**src/rtl/inst_loader_pkg.sv**
```systemverilog
// Shared types and constants for the instruction image loader.
package LoaderType;

   localparam int HDR_BYTES  = 2;   // big-endian word count header
   localparam int WORD_BYTES = 4;   // bytes per instruction word

   typedef enum logic [2:0] {
      IDLE,
      LEN_HI,
      LEN_LO,
      DATA,
      WRITE,
      CHECK,
      DONE,
      ERR
   } state_t;

endpackage

```
**src/rtl/inst_loader_byte_packer.sv**
```systemverilog
// Packs a big-endian byte stream into 32-bit words. word_ready_o pulses
// combinationally on the 4th byte of a word, with word_o already holding the
// complete word (the current byte forms the low byte).
module byte_packer (
   input  logic        clk,
   input  logic        rst,
   input  logic        clear_i,
   input  logic        shift_en_i,
   input  logic [7:0]  byte_i,
   output logic [31:0] word_o,
   output logic        word_ready_o
);

   logic [1:0]  cnt_q;
   logic [23:0] shift_q;

   assign word_o       = {shift_q, byte_i};
   assign word_ready_o = shift_en_i && (cnt_q == 2'd3);

   // Shift in accepted bytes; the 2-bit count wraps 3->0 on each word boundary.
   always_ff @(posedge clk) begin
      if (!rst || clear_i) begin
         cnt_q   <= 2'd0;
         shift_q <= 24'd0;
      end else if (shift_en_i) begin
         cnt_q   <= cnt_q + 2'd1;
         shift_q <= {shift_q[15:0], byte_i};
      end
   end

endmodule

```
**src/rtl/inst_loader.sv**
```systemverilog
// Instruction image loader: receives a length-prefixed big-endian byte stream,
// writes packed words to instruction memory and holds the CPU in reset until
// the image is complete.
// Optional feature macro: LOADER_CHECKSUM_EN (32-bit sum trailer after the image).
module inst_loader
   import LoaderType::*;
#(
   parameter int          MAX_WORDS = 256,
   parameter logic [31:0] BASE_ADDR = 32'h0
) (
   input  logic        clk,
   input  logic        rst,
   input  logic        start,
   input  logic        byte_valid,
   input  logic [7:0]  byte_data,
   output logic        byte_ready,
   output logic        load,
   output logic [31:0] load_addr,
   output logic [31:0] load_inst,
   output logic        cpu_hold,
   output logic        done,
   output logic        error
);

   localparam int LenW = 8 * HDR_BYTES;
   localparam logic [LenW-1:0] MaxLen = LenW'(MAX_WORDS);

   state_t            state_q;
   logic [LenW-1:0]   len_q;
   logic [LenW-1:0]   idx_q;
   logic              load_q;
   logic [31:0]       load_addr_q;
   logic [31:0]       load_inst_q;
`ifdef LOADER_CHECKSUM_EN
   logic [31:0]       sum_q;
`endif

   logic              xfer;
   logic              pack_en;
   logic              pack_clear;
   logic [31:0]       packed_word;
   logic              word_ready;
   logic [LenW-1:0]   hdr_len;
   logic [LenW-1:0]   idx_next;

   assign byte_ready = (state_q == LEN_HI) || (state_q == LEN_LO) ||
                       (state_q == DATA)   || (state_q == CHECK);
   assign xfer       = byte_valid && byte_ready;
   assign pack_en    = xfer && ((state_q == DATA) || (state_q == CHECK));
   assign pack_clear = start && ((state_q == IDLE) || (state_q == DONE) || (state_q == ERR));
   assign hdr_len    = {len_q[LenW-1:8], byte_data};
   assign idx_next   = idx_q + LenW'(1);

   assign load      = load_q;
   assign load_addr = load_addr_q;
   assign load_inst = load_inst_q;
   assign cpu_hold  = (state_q != DONE);
   assign done      = (state_q == DONE);
   assign error     = (state_q == ERR);

   byte_packer u_packer (
      .clk          (clk),
      .rst          (rst),
      .clear_i      (pack_clear),
      .shift_en_i   (pack_en),
      .byte_i       (byte_data),
      .word_o       (packed_word),
      .word_ready_o (word_ready)
   );

   // Loader FSM with registered write port; load is a single-cycle strobe in WRITE.
   always_ff @(posedge clk) begin
      if (!rst) begin
         state_q     <= IDLE;
         len_q       <= '0;
         idx_q       <= '0;
         load_q      <= 1'b0;
         load_addr_q <= BASE_ADDR;
         load_inst_q <= 32'd0;
`ifdef LOADER_CHECKSUM_EN
         sum_q       <= 32'd0;
`endif
      end else begin
         load_q <= 1'b0;
         case (state_q)
            IDLE, DONE, ERR: begin
               if (start) begin
                  state_q <= LEN_HI;
                  idx_q   <= '0;
                  len_q   <= '0;
`ifdef LOADER_CHECKSUM_EN
                  sum_q   <= 32'd0;
`endif
               end
            end
            LEN_HI: begin
               if (xfer) begin
                  len_q[LenW-1:8] <= byte_data;
                  state_q         <= LEN_LO;
               end
            end
            LEN_LO: begin
               if (xfer) begin
                  len_q <= hdr_len;
                  if (hdr_len == '0 || hdr_len > MaxLen) state_q <= ERR;
                  else                                   state_q <= DATA;
               end
            end
            DATA: begin
               if (word_ready) begin
                  load_q      <= 1'b1;
                  load_inst_q <= packed_word;
                  load_addr_q <= BASE_ADDR + 32'(idx_q) * 32'(WORD_BYTES);
                  state_q     <= WRITE;
`ifdef LOADER_CHECKSUM_EN
                  sum_q       <= sum_q + packed_word;
`endif
               end
            end
            WRITE: begin
               idx_q <= idx_next;
               if (idx_next == len_q) begin
`ifdef LOADER_CHECKSUM_EN
                  state_q <= CHECK;
`else
                  state_q <= DONE;
`endif
               end else begin
                  state_q <= DATA;
               end
            end
`ifdef LOADER_CHECKSUM_EN
            CHECK: begin
               if (word_ready) state_q <= (packed_word == sum_q) ? DONE : ERR;
            end
`endif
            default: state_q <= IDLE;
         endcase
      end
   end

endmodule

```
**config.mk**
```make
export PLATFORM = sky130hd
export DESIGN_NAME = inst_loader
export DESIGN_NICKNAME = d
export VERILOG_FILES = /design/src/rtl/inst_loader_pkg.sv /design/src/rtl/inst_loader_byte_packer.sv /design/src/rtl/inst_loader.sv
export SDC_FILE = /design/constraint.sdc
export NUM_CORES = 1
export LEC_CHECK = 0
export CORE_MARGIN = 1
export CORE_UTILIZATION = 48
export DETAILED_ROUTE_END_ITERATION = 10
export PLACE_DENSITY = 0.76
export SLEW_MARGIN = 20
export SYNTH_ARGS = -nofsm -noshare
export SYNTH_HDL_FRONTEND = slang
export SYNTH_SLANG_ARGS = --single-unit
```
**constraint.sdc**
```tcl
create_clock -name clk -period 2.4 [get_ports clk]
set_input_delay 0.24 -clock clk [delete_from_list [all_inputs] [get_ports clk]]
set_output_delay 0.24 -clock clk [all_outputs]
set_load 0.01 [all_outputs]
```
Fig. 1: run 1, routing congestion
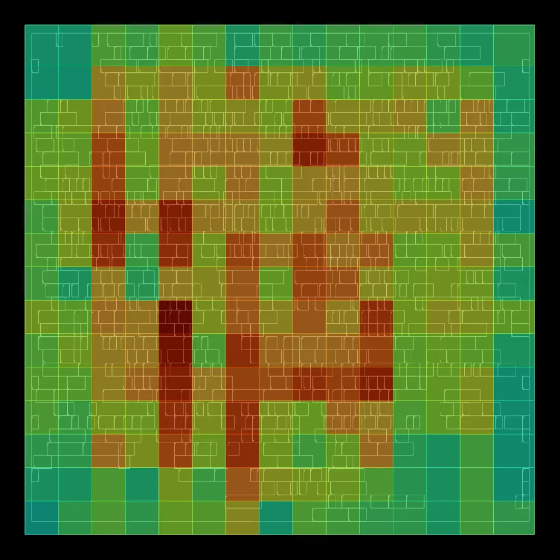
Top Usage Layer GRT: met2
total track usage: 22.8%
Final Util: 60.1%
wire per inst: 14.1 microns
met2 Use GR: 35.2%

Fig. 2: run 1, clock wires, drivers and flops
Scale: 4 px per micron.
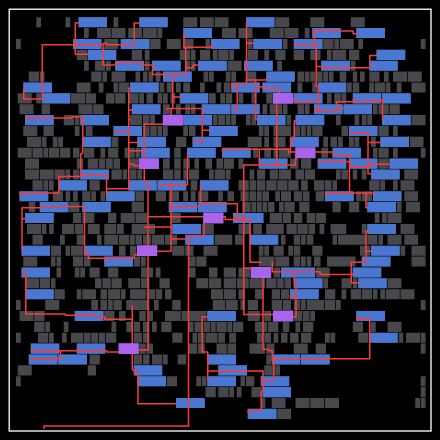
Key: blue = flip-flops [count 110]; red = clock wires [length 1240 microns]; purple = clock drivers [count 9]
There are 10 routed clock nets.
clock group power: 1.12 mW
Clk pwr share: 27.0%
later-pin clock latency in the skew report: 0.38 ns

==> results.cfg, run 1 <==
; implementation run metrics
[final_timing]
max_slew_margin_pct = 46.1
worst_slack_ns = 0.130
finClkSkew_ns = 0.0104
setup-violations-final = 0
max_freq_ghz = 0.441
period_needed_ns = 2.27
finalCritPeriodShare_pct = 94.6
tightest_slew_ns = 0.803
hold_viol_final = 0
drv_slew = 0
rsz0062_at_grt = false

[global_route]
antenna_found_initial = 0
grt_pass1_wl_microns = 20300
grt_pass1_vias = 4153
grt_util_met3_pct = 3.37
grt_max_degree = 50
grt_overflow = 0
met1_usage_pct = 32.3

[synthesis]
top_cells_by_area = dfxtp_1 43%, nand2_1 13%, a21boi_0 10%, a21oi_1 4.0%, xnor2_1 2.7%
top_cell_area_share_pct = 43.2
top_cells_by_count = 177 x nand2_1, 110 x dfxtp_1, 68 x a21boi_0
mux_share_pct = 0
synth.most_common_cell = nand2_1
yosysCellCount = 648
compound_area_share_pct = 19.7
flop_cell = dfxtp_1
synth_flops = 110
synth.avg_cell_area_sq_um = 7.87
synthCells = 648
top_logic_kind = simple AND/OR/NAND/NOR gates
netlist.top_cell.by_area = dfxtp_1
synthArstFlopShare_pct = 0
ys_sh_simple_pct = 26.6
synthAdderAreaFrac_pct = 0.736
ys_sh_xor_pct = 3.95
synthesis.area_sq_mm = 0.00510
synth-edff-count = 0
synth_cell_types = 51
ys_area_sq_mm = 0.00510
yosysWarnings = 0

[min_path]
hold_path.startpoint = rst
hold_class = primary input to register
whs_path_depth = 2
hold_path_end = state_q[1]

[clock_tree]
cts_tree = yes
post_cts_buffers = 0
post_cts_resized = 1
cts_hold_buf = 0
clk_root_buffer_cell = clkbuf_8
htreeDepth = 3
clk_path_buf_depth = 2
cts_buffers = 9
clk_pin_slew_worst_paths_ns = 0.11
clock-sinks = 110

[worst_setup_path]
cpMostUsedCell = inv_1
timing_worst_setup_path_type = register to output pin
path_buffers = 4
crit_end = done
slowest_stage = clkdlybuf4s50_1
crit_fanout = 9
crit_family = buffers and inverters
reg2regPathDepth = 7
timing.rr.start = idx_q[0]
worst_r2r_endpoint = state_q[0]
startpoint_type = register
crit_cells = 5
critPathArrivalTime_ns = 2.03
endpoint_kind = output pin
worst-r2r-setup-slack_ns = 0.14
cp_cell_sequence = buf_4 -> inv_1 -> or2_2 -> inv_1 -> clkdlybuf4s50_1
critical_path.startpoint = state_q[1]
crit_required_ns = 2.16

[die]
die_w_microns = 105
initCoreUtil_pct = 49.4
chipArea_sq_mm = 0.0110
pin_count = 81
core_region_area_sq_mm = 0.0103
rows = 37
tapCellCount = 136
die_y_microns = 105

[route]
dr.max_layer_used = met4
wirelength_microns = 12100
drtPass1Iterations = 6
wl_met2_microns = 5550
drt_iter0_drc = 336
met1_length_microns = 5730
wl_met3_microns = 624
num_vias = 4588
drcViolationCount = 0
ant_nets = 0
via_per_inst = 5.34

[finish]
final.clkbuf_count = 9
final_cell_area_sq_mm = 0.00620
most-common-layout-cells = 177 x nand2_1, 108 x dfxtp_1, 68 x a21boi_0
antenna_cells = 0
logic_gates = 491
clock_area_share_pct = 3.17
largest_reg_flops = 32
buffers = 101
sh_comb_area_pct = 43.0
n_all_inverters = 5
instances_no_fill = 859
nets = 733
seq_share_pct = 35.6
regArea_sq_mm = 0.00221
bufAreaShareNonClock_pct = 15.1
flops = 110
comb_area_sq_mm = 0.00267
lay_top_count = nand2_1
largestClassByArea = multi-input combinational cells
nFillCells = 943
area_delta_synth_final_pct = 21.6
layout-drive-gt1-share_pct = 8.99

[place]
dp_cells = 843
place_ws_ns = -0.0255
dp_hpwl_microns = 8770
port-buffer-count = 64
dpl_cell_area_sq_mm = 0.00599
gp_congestion = 0.876

[run]
warnings = 26
maxCapViolations = 0

[power_and_ir_drop]
pwr_density_cell_mw_per_mm2 = 671
irDropWorstVdd_mv = 0.298
finalPower_mw = 4.16
leakage_nw = 2.14

[status]
status = completed
Fig. 3: run 1, wires at chosen ports, followed through buffers
Scale: 3 px per micron.
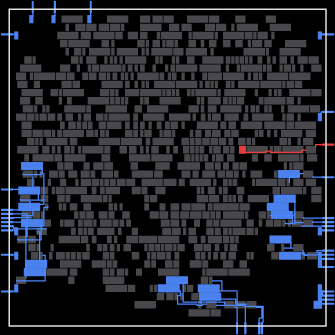
Key: red = `error` [bits 1, direction output, end cells 1, buffers 1, wire 25.0 microns]; blue = `load_addr` [bits 32, direction output, end cells 32, buffers 16, wire 392 microns]

Fig. 4: run 1, local utilization
Scale: 4 px per micron. The die is cut into 11 by 11 equal tiles; dark blue is low, red is high, 0 to 100% covered.
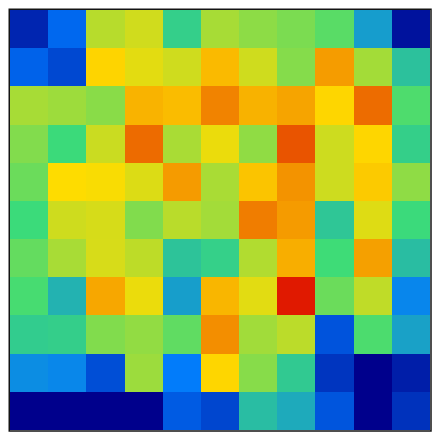
5.0% of the tiles are nearly empty. The mean over all tiles is 55%. The emptiest ninth of the die: bottom right. The fullest tile reaches 97%. 22% of the tiles are over 75% full.

-- run 1: through the flow --
stage / hold WS [ns] / utilization, % / TNS, ns
finish: 0.347 / 60.1 / 0
global route: 0.373 / 60.1 / 0
CTS: 0.335 / 60.0 / 0
detailed placement: 0.451 / 58.1 / -0.0255
global placement: 0.446 / 58.1 / 0
floorplan: 0.376 / - / 0
-- run 1: report_power, final --
part	internal [mW]	switching (mW)	leakage, nW	total, mW
logic	0.392	0.668	1.15	1.06
clock network	0.415	0.709	0.103	1.12
registers	1.89	0.0843	0.888	1.97
-- run 1: logic make-up (layout without fill, tap and decap cells) --
logic type      count (synthesis)  after routing
flops                         110            110
other cells                     1             16
compound gates                152            152
xor+xnor                       23             23
fa+ha+maj                       3              3
simple gates                  297            297
buf+inv                        62            122
==> run 1 -> run 2 <==
==> constraint.sdc (replaced) <==
create_clock -name clk -period 2.05 [get_ports clk]
set_input_delay 0.205 -clock clk [delete_from_list [all_inputs] [get_ports clk]]
set_output_delay 0.205 -clock clk [all_outputs]
set_load 0.01 [all_outputs]
Fig. 5: run 2, routing congestion
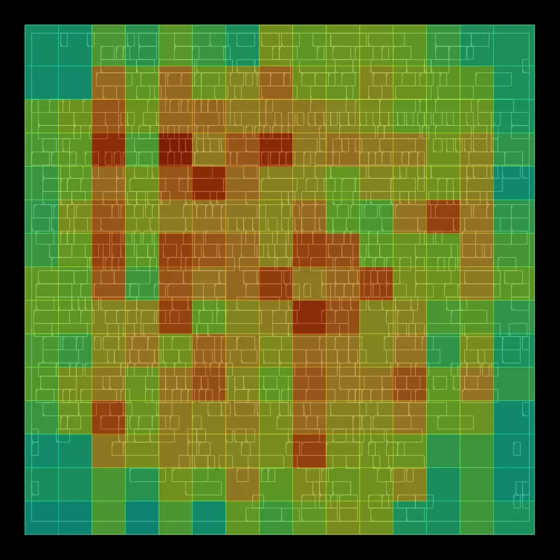
wire per inst: 14.1 microns
met2 Use GR: 38.1%
met1 Usage GRT: 32.4%
Final Util: 61.9%

Fig. 6: run 2, met3 routing
Scale: 4 px per micron. Cells faint in the background.
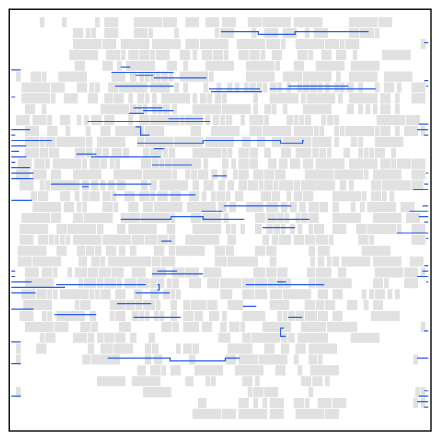
The wires run mostly horizontal. 85 nets have wire on it. The layer carries 683 microns of wire. The layer holds 5.5% of the routed length.
final wirelength: 12400 microns
met3 GRT Util: 4.37%

Fig. 7: run 2, local utilization
Scale: 4 px per micron. The die is cut into 11 by 11 equal tiles; dark blue is low, red is high, 0 to 100% covered.
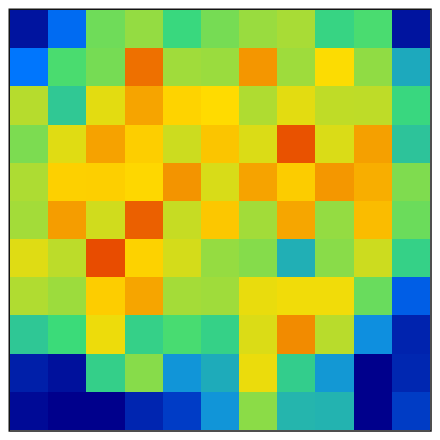
The fullest tile reaches 91%. 3.3% of the tiles are nearly empty. 23% of the tiles are over 75% full. The mean over all tiles is 56%.
Init Core Util: 49.4%
core area: 0.0103 sq mm

==> run 2 against run 1 <==
Sequential power increased by 18%; synthesized cell count unchanged; area after synthesis is the same; core utilization increased by 1.9 points; flip-flop count unchanged; combinational power up 23%; clock power up 24%; power increased by 20%; clock-buffer cell count increased by 1; first-iteration DRC count is 34% lower; routed wire length is 2.4% higher; cell area is 3.1% higher; highest routed layer unchanged.
==> results.cfg, run 2 <==
; implementation run metrics
[power_and_ir_drop]
p_int_mw = 3.36
pwr-share-seq_pct = 46.3
finalPower_mw = 5.01
p_clk_mw = 1.39
p_seq_mw = 2.32
combinationalPower_mw = 1.30
irDropWorstVdd_mv = 0.428
leakage_nw = 2.24
comb_power_share_pct = 26.0
top_power_group = sequential cells
pwr_density_cell_mw_per_mm2 = 784
pwr-share-clk_pct = 27.7
swShare_pct = 33.0
p_sw_mw = 1.65

[worst_setup_path]
worst-r2r-setup-slack_ns = 0.01
crit_required_ns = 2.36
crit_cells = 7
slowest_stage = dfxtp_2
crit_fanout = 4
startpoint_type = register
worst_r2r_endpoint = state_q[2]
crit_family = simple AND/OR/NAND/NOR gates
timing.rr.start = idx_q[0]
timing_worst_setup_path_type = register to register
cpMostUsedCell = or3_4
endpoint_kind = register
reg2regPathDepth = 7
crit_end = state_q[2]
critPathArrivalTime_ns = 2.35
critical_path.startpoint = idx_q[0]
path_buffers = 0

[finish]
lay_top_count = nand2_1
layout-drive-gt1-share_pct = 12.0
final_cell_area_sq_mm = 0.00639
antenna_cells = 0
largest_reg_flops = 32
instances_no_fill = 877
nets = 751
area_delta_synth_final_pct = 25.4

[clock_tree]
clkLatencyLatePin_ns = 0.38
cts_buffers = 9
post_cts_resized = 6
cts_tree = yes
clk_pin_slew_worst_paths_ns = 0.10
cts_hold_buf = 0
clk_path_buf_depth = 2
clock-sinks = 110
post_cts_buffers = 0
htreeDepth = 3
clk_root_buffer_cell = clkbuf_8

[synthesis]
top_cell_area_share_pct = 43.2
synthesis.area_sq_mm = 0.00510
top_cells_by_area = dfxtp_1 43%, nand2_1 13%, a21boi_0 10%, a21oi_1 4.0%, xnor2_1 2.7%
synthArstFlopShare_pct = 0
synth.avg_cell_area_sq_um = 7.87
ys_area_sq_mm = 0.00510
netlist.top_cell.by_area = dfxtp_1
top_cells_by_count = 177 x nand2_1, 110 x dfxtp_1, 68 x a21boi_0
synth_flops = 110
yosysWarnings = 0
yosysCellCount = 648
synth-edff-count = 0
synthCells = 648
flop_cell = dfxtp_1
synth_cell_types = 51
synth.most_common_cell = nand2_1

[die]
rows = 37
die_w_microns = 105
pin_count = 81
die_y_microns = 105
chipArea_sq_mm = 0.0110

[final_timing]
drv_slew = 0
max_slew_margin_pct = 62.8
setup-violations-final = 0
finalCritPeriodShare_pct = 99.3
hold_viol_final = 0
hold_slack_ns = 0.288
worst_slack_ns = 0.0141
finClkSkew_ns = 0.0172
period_needed_ns = 2.04
fin_setup_tns_ns = 0
rsz0062_at_grt = true
max_freq_ghz = 0.491

[min_path]
whs_path_depth = 2
hold_path_end = state_q[1]
hold_path.startpoint = rst
hold_class = primary input to register

[global_route]
grt_max_degree = 43
grt_overflow = 0
grt_pass1_wl_microns = 20800
grt_pass1_vias = 4316
grt.total_usage_pct = 23.5
antenna_found_initial = 0

[route]
ant_nets = 0
drt_iter0_drc = 221
drtPass1Iterations = 5
via_per_inst = 5.32
num_vias = 4663

[place]
dpl_cell_area_sq_mm = 0.00615
dp_cells = 861
dp_hpwl_microns = 9230
gp_congestion = 0.876
place_ws_ns = -0.0671
port-buffer-count = 64

[run]
warnings = 27
maxCapViolations = 0

[status]
status = completed
run 2: per-layer routing:
layer  track usage [%]  vias to the layer above  share of wire [%]
met3              4.37                        6                5.5
met1              32.4                     2167                 47
li1                  -                     2335                  -
met5                 0                        -                  0
met4              5.63                        0               0.63
met2              38.1                      155                 47
run 2: cell type report:
class                      count  area (sq um)
clock inverter                 6          78.8
tap                          136           170
fill                         941          3930
multi-input combinational    491          2700
clock buffer                  10           138
inverter                       5          18.8
sequential                   110          2210
timing repair buffer         119          1070
run 2: cell families after synthesis:
logic type,Yosys count,share of synthesized area (%)
and+or+nand+nor,297,26.6
AOI/OAI and AO/OA,152,19.7
DFF,110,43.2
buffers and inverters,62,5.79
xor gates and xnor gates,23,3.95
adders and majority gates,3,0.736
other,1,0.0736
Power is estimated from default activity; no workload was simulated.
